### Signal wires on met2

Drawn at 1 px/µm.
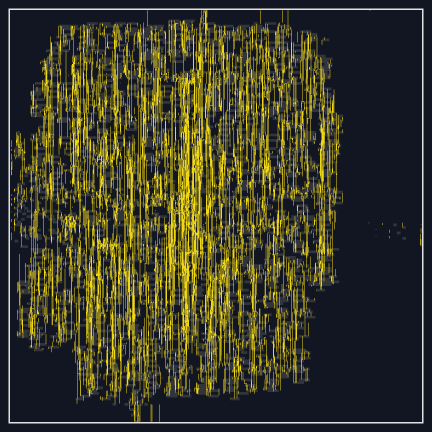
### Sequential cells grouped by signal name

Drawn at 1 px/µm.
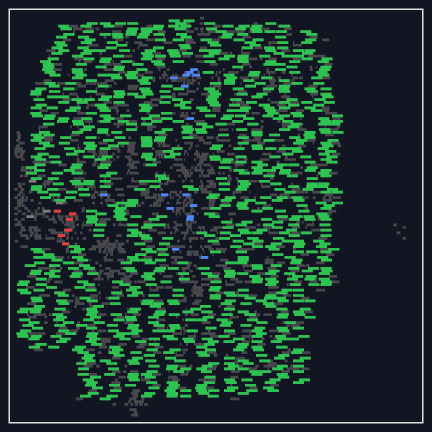
### Zoomed window

Region (186, 268) to (226, 308) µm. Cells in grey, sequential cells in the stronger grey; small squares are vias.
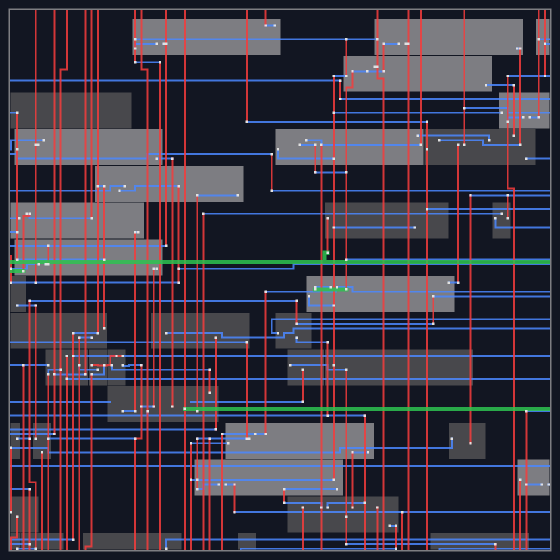
### Routing congestion

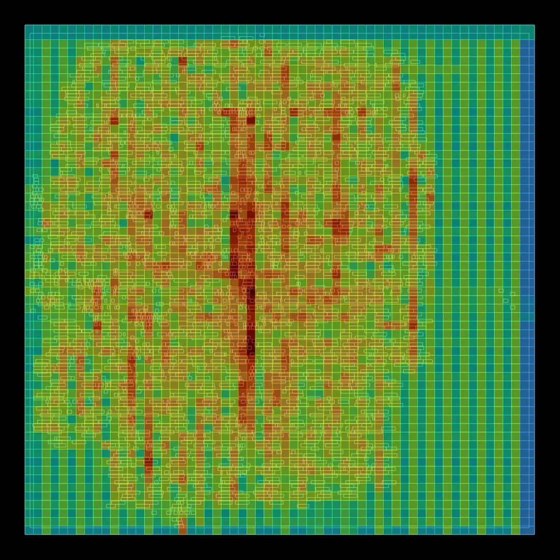
### src/rtl/instr_fetch.sv
// -----------------------------------------------------------------------------
// instr_fetch
//
// Instruction store with a single-cycle fetch port and a load port.
// After reset the store is swept to zero (one word per cycle). Once the
// sweep is done, the block accepts loads and fetches. A load has priority
// over a fetch in the same cycle.
//
// Ports
//   CLK          system clock, all state updates on the rising edge
//   RESET        synchronous, active-high reset
//   PC           byte address of the requested 16-bit instruction
//   pc_valid     fetch request qualifier
//   pc_ready     fetch accepted this cycle when pc_valid is also high
//   instruction  fetched word, registered, held until the next fetch
//   instr_valid  one-cycle pulse marking a new instruction
//   fault        registered; misaligned or out-of-range fetch
//   load_en      write strobe for the instruction store
//   load_addr    word index to write
//   load_data    word to write
//   busy         high while the store is being cleared
// -----------------------------------------------------------------------------
module instr_fetch #(
    parameter int DEPTH = 64,
    parameter int AW    = 6
) (
    input  logic          CLK,
    input  logic          RESET,
    input  logic [31:0]   PC,
    input  logic          pc_valid,
    output logic          pc_ready,
    output logic [15:0]   instruction,
    output logic          instr_valid,
    output logic          fault,
    input  logic          load_en,
    input  logic [AW-1:0] load_addr,
    input  logic [15:0]   load_data,
    output logic          busy
);

    typedef enum logic {
        S_CLEAR = 1'b0,
        S_RUN   = 1'b1
    } state_t;

    state_t        state_q, state_d;
    logic [AW-1:0] clr_cnt_q, clr_cnt_d;
    logic [15:0]   instruction_q, instruction_d;
    logic          fault_q, fault_d;
    logic          instr_valid_q, instr_valid_d;
    logic          busy_q, busy_d;

    logic [15:0]   mem_q [DEPTH];
    logic          mem_we;
    logic [AW-1:0] mem_waddr;
    logic [15:0]   mem_wdata;

    logic          accept;
    logic          bad_pc;
    logic [AW-1:0] widx;
    logic [15:0]   rd_word;

    // Fetch is only possible in RUN and only when no load competes.
    assign pc_ready = (state_q == S_RUN) && !load_en;
    assign accept   = pc_valid && pc_ready;

    // PC is a byte address of 2-byte instructions: bit 0 must be clear and
    // everything above the word index must be zero.
    assign widx    = PC[AW:1];
    assign bad_pc  = PC[0] || (|PC[31:AW+1]);
    assign rd_word = mem_q[widx];

    always_comb begin
        state_d       = state_q;
        clr_cnt_d     = clr_cnt_q;
        instruction_d = instruction_q;
        fault_d       = fault_q;
        instr_valid_d = 1'b0;
        mem_we        = 1'b0;
        mem_waddr     = load_addr;
        mem_wdata     = load_data;

        case (state_q)
            S_CLEAR: begin
                // Sweep one word per cycle; loads are ignored here.
                mem_we    = 1'b1;
                mem_waddr = clr_cnt_q;
                mem_wdata = 16'h0000;
                clr_cnt_d = clr_cnt_q + 1'b1;
                if (clr_cnt_q == AW'(DEPTH - 1)) begin
                    state_d = S_RUN;
                end
            end
            S_RUN: begin
                if (load_en) begin
                    mem_we = 1'b1;
                end
            end
            default: begin
                state_d = S_CLEAR;
            end
        endcase

        // The read happens before any write at this edge; load and fetch
        // never coincide, so a fetch always sees loads from earlier edges.
        if (accept) begin
            instr_valid_d = 1'b1;
            fault_d       = bad_pc;
            instruction_d = bad_pc ? 16'h0000 : rd_word;
        end

        busy_d = (state_d == S_CLEAR);
    end

    always_ff @(posedge CLK) begin
        if (RESET) begin
            state_q       <= S_CLEAR;
            clr_cnt_q     <= '0;
            instruction_q <= 16'h0000;
            fault_q       <= 1'b0;
            instr_valid_q <= 1'b0;
            busy_q        <= 1'b1;
        end else begin
            state_q       <= state_d;
            clr_cnt_q     <= clr_cnt_d;
            instruction_q <= instruction_d;
            fault_q       <= fault_d;
            instr_valid_q <= instr_valid_d;
            busy_q        <= busy_d;
        end
    end

    // Storage array carries no reset; the CLEAR sweep initialises it.
    always_ff @(posedge CLK) begin
        if (mem_we) begin
            mem_q[mem_waddr] <= mem_wdata;
        end
    end

    assign instruction = instruction_q;
    assign fault       = fault_q;
    assign instr_valid = instr_valid_q;
    assign busy        = busy_q;

endmodule

### config.mk
export PLATFORM = sky130hd
export DESIGN_NAME = instr_fetch
export DESIGN_NICKNAME = d
export VERILOG_FILES = /design/src/rtl/instr_fetch.sv
export SDC_FILE = /design/constraint.sdc
export NUM_CORES = 1
export LEC_CHECK = 0
export CORE_MARGIN = 4
export CORE_UTILIZATION = 25
export DETAILED_ROUTE_END_ITERATION = 10
export PLACE_DENSITY = 0.38
export SYNTH_ARGS = -nofsm -noshare
export SYNTH_HDL_FRONTEND = slang
export SYNTH_SLANG_ARGS = --single-unit
### constraint.sdc
create_clock -name CLK -period 3 [get_ports CLK]
set_input_delay 0.6 -clock CLK [delete_from_list [all_inputs] [get_ports CLK]]
set_output_delay 0.6 -clock CLK [all_outputs]
set_load 0.02 [all_outputs]
==> summary.rpt <==
IMPLEMENTATION SUMMARY REPORT
----------------------------------------------------
[Setup path]
  Chain of cells forming the critical path ........................ buf_8 > buf_12 > mux4_2 > a221oi_1 > a31oi_1 > o311ai_0 > o21ai_1
  Highest fanout seen on the critical path ........................ 21
  Critical path's largest stage delay ........................ 1.18 ns

[Final timing]
  Fin Hold WS ........................ 0.549 ns
  Clock period minus worst slack ........................ 2.87 ns
  Worst Skew ........................ 0.0368 ns

[Layout]
  Num sequential ........................ 1050
  Fraction of area in clock buffers and inverters ........................ 7.23%
  Final-layout clock buffer total ........................ 130
  Number of standard cells in the layout, taps in and fillers out ........................ 4571
  Largest class ........................ registers
  Total number of nets in the final design ........................ 2373
  Multi-input combinational area share ........................ 17.8%

[Global routing]
  Number of antenna violations at the first check in global routing ........................ 6

[Power and ir drop]
  Static leakage ........................ 16.7 nW
  Peak supply drop ........................ 0.000449 V

[Logic synthesis]
  Compound-Gate Fraction of Synth Area ........................ 2.99%
  Most used standard cells in the synthesized netlist ........................ 1024 x sky130_fd_sc_hd__edfxtp_1, 245 x sky130_fd_sc_hd__mux4_2, 117 x sky130_fd_sc_hd__nand2_1, 98 x sky130_fd_sc_hd__nor2_1, 52 x sky130_fd_sc_hd__mux2i_1
  Count of instantiated cells in the yosys netlist ........................ 1962
  Biggest area contributors in the synthesized netlist ........................ sky130_fd_sc_hd__edfxtp_1 75%, sky130_fd_sc_hd__mux4_2 14%, sky130_fd_sc_hd__dfxtp_1 1.3%
  Number of instances in the synthesized netlist ........................ 1962
  Yosys warning count ........................ 0
  Post-synthesis simple-gate area fraction ........................ 3.39%

[CTS]
  Number of clock buffers inserted by TritonCTS ........................ 112
  CTS tree ........................ built

[Detailed routing]
  Remaining DRCs ........................ 0

[Outcome]
  Outcome ........................ finished, violations left
  Violations in the final reports ........................ max-capacitance violations

[Floorplan]
  Vertical die dimension ........................ 412 µm
  Rows ........................ 147

[Flow run]
  Maxcap violations ........................ 1

----------------------------------------------------
Notes on 'Signal wires on met2' above:
- wire length on this layer: 59.3 mm
- share of all routed wire: 47%
- nets with wire on the layer: 2136
- main direction: vertical
- longest straight run: 153 µm
DR vias: 21273
total wire length after detailed routing: 126000 µm
met2 track utilization from global routing: 23.5%

Notes on 'Sequential cells grouped by signal name' above:
- instruction: blue (sequential cells 16)
- mem_q: green (sequential cells 1024)
- clr_cnt_q: red (sequential cells 6; where middle left)
- not coloured: 4
Final Core Density: 31.4%
sequential cell power: 16.0 mW

Notes on 'Zoomed window' above:
- metal 3: green
- metal 1: blue
- metal 2: red
- most frequent: edfxtp_1 (11), nand2_1 (4), buf_4 (4)
- netlist names of flops here include: mem_q (11)
- cells with their middle in the window: 29
- sequential cells in the window: 11

Notes on 'Routing congestion' above:
global routing usage summed across all routing layers: 14.8%
average wire length per cell after detail routing: 27.7 µm
global routing met1 resource utilization: 21.0%
most used routing layer: met2
met3 capacity usage during global routing: 2.41%

## metal layers
| metal | up-vias | GRT usage [%] | part of all wire [%] | wire length (µm) |
|---|---|---|---|---|
| met5 | - | 0 | 0 | 0 |
| met1 | 11619 | 21.0 | 46 | 57900 |
| met4 | 0 | 4.24 | 2.4 | 3030 |
| li1 | 8912 | - | - | - |
| met3 | 139 | 2.41 | 4.9 | 6220 |
| met2 | 603 | 23.5 | 47 | 59300 |
## where the power goes
part           internal [mW]  switching (mW)  total [mW]
clock network           8.06            5.71        13.8
registers               15.9          0.0231        16.0
logic                  0.711           0.854        1.57
total                   24.7            6.59        31.3
## flip-flops by register name, summed over array words and instances (netlist names)
name,count
state_q,1
instruction,16
busy,1
instr_valid,1
clr_cnt_q,6
mem_q,1024
fault,1
## path summary, 6_finish.rpt
check | startpoint | endpoint | slack [ns] | depth (start not counted)
worst min-delay path | clr_cnt_q[2]$_SDFFE_PP0N_ | clr_cnt_q[2]$_SDFFE_PP0N_ | 0.55 | 2
worst max-delay path | PC[2] | instruction[8]$_SDFFE_PP0P_ | 0.13 | 7
worst max register to register | mem_q[42][8]$_DFFE_PP_ | instruction[8]$_SDFFE_PP0P_ | 0.18 | 5
worst min register to register | clr_cnt_q[2]$_SDFFE_PP0N_ | clr_cnt_q[2]$_SDFFE_PP0N_ | 0.55 | 2
## what timing repair did
action | 4_1_cts | 5_1_grt
endpoints found under the setup margin | 1 | 0
hold buffers | 0 | 0
resized | 1 | 0
## worst reg2reg max path: stages (launching register included)
cell	delay, ns
sky130_fd_sc_hd__edfxtp_1	0.37
sky130_fd_sc_hd__mux4_2	0.50
sky130_fd_sc_hd__a221oi_1	0.33
sky130_fd_sc_hd__a31oi_1	0.11
sky130_fd_sc_hd__o311ai_0	1.18
sky130_fd_sc_hd__o21ai_1	0.14
Power and IR drop assume default switching activity.
